[config.mk]
export PLATFORM = sky130hd
export DESIGN_NAME = refill_writer
export DESIGN_NICKNAME = d
export VERILOG_FILES = /design/src/rtl/refill_writer.sv
export SDC_FILE = /design/constraint.sdc
export NUM_CORES = 1
export LEC_CHECK = 0
export ABC_CLOCK_PERIOD_IN_PS = 4330
export CORE_MARGIN = 5
export CORE_UTILIZATION = 45
export CTS_CLUSTER_DIAMETER = 150
export DETAILED_ROUTE_END_ITERATION = 10
export PLACE_DENSITY = 0.87
export SETUP_SLACK_MARGIN = 0.15
export SLEW_MARGIN = 15
export SYNTH_ARGS = -nofsm -noshare
export SYNTH_HDL_FRONTEND = slang
export SYNTH_SLANG_ARGS = --single-unit
[constraint.sdc]
create_clock -name clock -period 4.33 [get_ports clock]
set_clock_uncertainty 0.2 [all_clocks]
set_input_delay 0.866 -clock clock [delete_from_list [all_inputs] [get_ports clock]]
set_output_delay 0.866 -clock clock [all_outputs]
set_load 0.05 [all_outputs]
[src/rtl/refill_writer.sv]
// rtl/refill_writer.sv - cache-miss refill engine: one burst read, beats steered into per-word data banks
// Optional REFILL_LAST_CHECK_EN: sticky io_err when r_last disagrees with the beat count.
module refill_writer #(
  parameter int SET_W  = 7,
  parameter int WAYS   = 8,
  parameter int DATA_W = 32,
  parameter int BEATS  = 4,
  parameter int ADDR_W = 32
) (
  input  logic              clock,
  input  logic              reset,
  input  logic              io_req_valid,
  output logic              io_req_ready,
  input  logic [SET_W-1:0]  io_req_set,
  input  logic [WAYS-1:0]   io_req_way,
  input  logic [ADDR_W-1:0] io_req_addr,
  output logic              io_mem_ar_valid,
  input  logic              io_mem_ar_ready,
  output logic [ADDR_W-1:0] io_mem_ar_addr,
  output logic [7:0]        io_mem_ar_len,
  input  logic              io_mem_r_valid,
  output logic              io_mem_r_ready,
  input  logic [DATA_W-1:0] io_mem_r_data,
  input  logic              io_mem_r_last,
  output logic [BEATS-1:0]  io_bank_w_en,
  output logic [SET_W-1:0]  io_bank_w_set,
  output logic [WAYS-1:0]   io_bank_w_way,
  output logic [DATA_W-1:0] io_bank_w_data,
  output logic              io_busy,
  output logic              io_done,
  output logic              io_err
);

  localparam int BEAT_W = $clog2(BEATS);
  localparam int OFF_W  = $clog2(BEATS * DATA_W / 8);
  localparam logic [BEATS-1:0] BANK0 = BEATS'(1);

  typedef enum logic [1:0] {IDLE, ADDR, DATA, DONE} stateT;

  stateT             state;
  logic [BEAT_W-1:0] beat;
  logic [SET_W-1:0]  setQ;
  logic [WAYS-1:0]   wayQ;
  logic [ADDR_W-1:0] addrQ;
  logic              lastBeat;
  logic              beatFire;

  assign lastBeat = (beat == BEAT_W'(BEATS - 1));
  assign beatFire = (state == DATA) && io_mem_r_valid;

  always_ff @(posedge clock or negedge reset) begin
    if (!reset) begin
      state          <= IDLE;
      beat           <= '0;
      setQ           <= '0;
      wayQ           <= '0;
      addrQ          <= '0;
      io_bank_w_en   <= '0;
      io_bank_w_set  <= '0;
      io_bank_w_way  <= '0;
      io_bank_w_data <= '0;
    end else begin
      // Bank enables are single-cycle strobes; set/way/data simply hold between writes.
      io_bank_w_en <= '0;
      case (state)
        IDLE: begin
          if (io_req_valid) begin
            setQ  <= io_req_set;
            wayQ  <= io_req_way;
            addrQ <= {io_req_addr[ADDR_W-1:OFF_W], {OFF_W{1'b0}}};
            state <= ADDR;
          end
        end
        ADDR: begin
          if (io_mem_ar_ready) begin
            beat  <= '0;
            state <= DATA;
          end
        end
        DATA: begin
          if (io_mem_r_valid) begin
            io_bank_w_en   <= BANK0 << beat;
            io_bank_w_set  <= setQ;
            io_bank_w_way  <= wayQ;
            io_bank_w_data <= io_mem_r_data;
            beat           <= beat + BEAT_W'(1);
            if (lastBeat) state <= DONE;
          end
        end
        DONE: state <= IDLE;
        default: state <= IDLE;
      endcase
    end
  end

  assign io_req_ready    = (state == IDLE);
  assign io_mem_ar_valid = (state == ADDR);
  assign io_mem_ar_addr  = addrQ;
  assign io_mem_ar_len   = 8'(BEATS - 1);
  assign io_mem_r_ready  = (state == DATA);
  assign io_busy         = (state != IDLE);
  assign io_done         = (state == DONE);

`ifdef REFILL_LAST_CHECK_EN
  always_ff @(posedge clock or negedge reset) begin
    if (!reset) begin
      io_err <= 1'b0;
    end else if (beatFire && (io_mem_r_last != lastBeat)) begin
      io_err <= 1'b1;
    end
  end
`else
  assign io_err = 1'b0;
`endif

  // Byte offset within the line is discarded; r_last only matters to the optional check.
  logic unusedBits;
  assign unusedBits = ^{io_req_addr[OFF_W-1:0], io_mem_r_last, beatFire};

endmodule

==> flow_summary_export.csv <==
group,metric,value,unit
critical_path,cp.depth,3,
critical_path,worstReg2RegStart,"state[0]$_DFFE_PN0P_",
final_layout,sh_seq_area,0.416,
drt,wl_per_cell,17.1,um
synth,synthCells,251,
global_routing,met2_usage,0.287,
global_routing,grt_pass1_vias,2795,
critical_path,startpoint,"state[0]$_DFFE_PN0P_",
clock_tree,cts_max_path_buffers,2,
final_layout,register_area,0.00245,sq mm
floorplan,num_rows,34,
critical_path,reg2reg_depth,4,
clock_tree,cts_hold_buffers,0,
clock_tree,cts_resized,0,
final_layout,layout.nets,511,
floorplan,fp_util,0.465,
timing,fin_ws,1.13,ns
drt,drt_iter0_markers,50,
synth,ys_area,0.00409,sq mm
synth,simple_gate_area_frac,0.0187,
synth,edf_count,0,
synth,adder_share,0.0306,
placement,pre_cts_ws,1.29,ns
synth,yosys_register_bits,98,
drt,via_per_inst,4.76,
pwr,powerComb,3.23,mW
final_layout,comb-cell-share,0.247,
placement,gp_congestion,0.743,
timing,drv_slew,0,
critical_path,reg2reg_to,"wayQ[2]$_DFFE_PN0P_",
floorplan,io_pins,182,
final_layout,num-nonclk-buffers,166,
pwr,p_seq_frac,0.300,
floorplan,die_x,105,um
synth,synthMuxAreaShare,0.279,
synth,syn_area,0.00409,sq mm
pwr,maxPowerGroup,"combinational cells",
critical_path,required,3.26,ns
synth,ys_types,20,
outcome,status,"completed",
timing,finalCritPeriodShare,0.738,
critical_path,r2r_slack,2.00,ns
placement,dp_hpwl,6780,um
drt,top_layer_used,"met4",
timing,fin_setup_tns,0,ns
pwr,power_sequential,1.61,mW
global_routing,met3_usage,0.0544,
synth,postSynthAreaPerCell,16.3,sq um
final_layout,clockBufferCount,11,
drt,wl_met1,3430,um
clock_tree,cts_tree,"yes",
final_layout,fin_cells,529,
final_layout,drive_above_1_share,0.266,
final_layout,combGateArea,0.00146,sq mm
final_layout,fin_area,0.00590,sq mm
synth,flop_cell,"dfrtp_1",
critical_path,endpoint,"io_mem_r_ready",
global_routing,grt-ovfl-total,0,
clock_tree,cts-root-buf,"clkbuf_8",
pwr,leakage,2.64,nW
timing,setup_viol,0,
drt,dr_wl_met2,4710,um
timing,fmax,313,MHz
final_layout,buf_share,0.280,
global_routing,grt_util_all_layers,0.164,
synth,ys_top_cells_by_count,"dfrtp_1, mux2_2, mux2_4, buf_4, ha_1",
final_layout,mostFrequentLayoutCells,"clkdlybuf4s50_1, dfrtp_1, mux2_2, mux2_4, conb_1",
run,cap_violations,0,
timing,tightest_slew,1.01,ns
final_layout,num-multi-input-gates,135,
timing,relSlewSlack,0.326,
clock_tree,post_cts_buffers,0,
synth,synth_warnings,0,
critical_path,crit_path_top_delay_cell,"clkdlybuf4s50_1",
final_layout,syn_to_final_growth,44.2,%
final_layout,regMostFlops,"io_bank_w_data",
critical_path,cp_slowest_stage_delay,0.86,ns
final_layout,layout_top_cell_excl_fill_tap,"clkdlybuf4s50_1",
clock_tree,clock_latency,0.36,ns
pwr,clkPwrFrac,0.100,
synth,synthTopLogicFamily,"multiplexers",
pwr,pwr-share-comb,0.600,
clock_tree,numCtsBuffers,9,
pwr,p_switching,2.49,mW
drt,wirelength,9030,um
Supply network:
Bar = 20 um. Pins as bars on the die edge. Tap cells in grey.
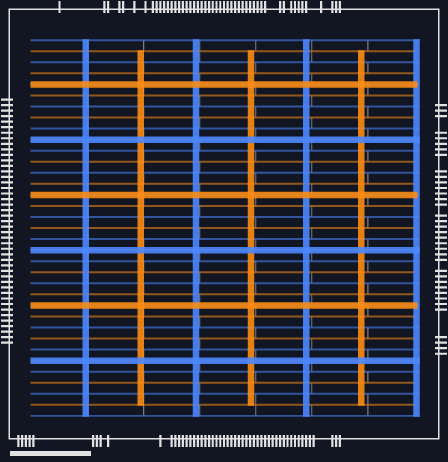
colour	net
blue	VSS
orange	VDD
rows	34
met4 straps	7

Placed cells, one colour a class:
Bar = 20 um.
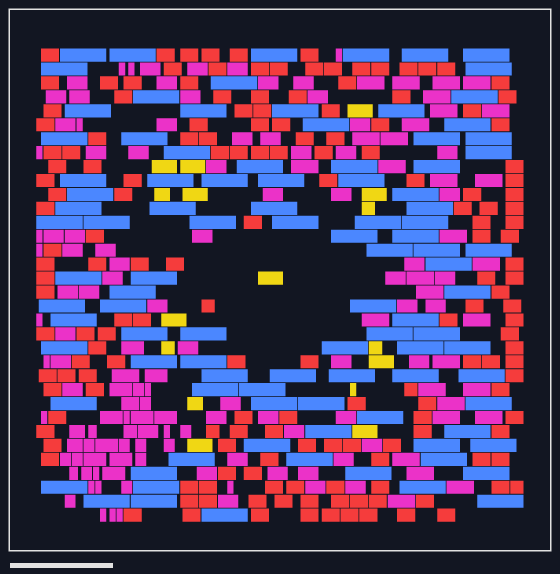
colour	class	cells
blue	flip-flops	98
magenta	all other logic	141
yellow	clock drivers and dummy loads	16
red	other buffers and delay cells	166

Power is estimated from default activity; no workload was simulated.
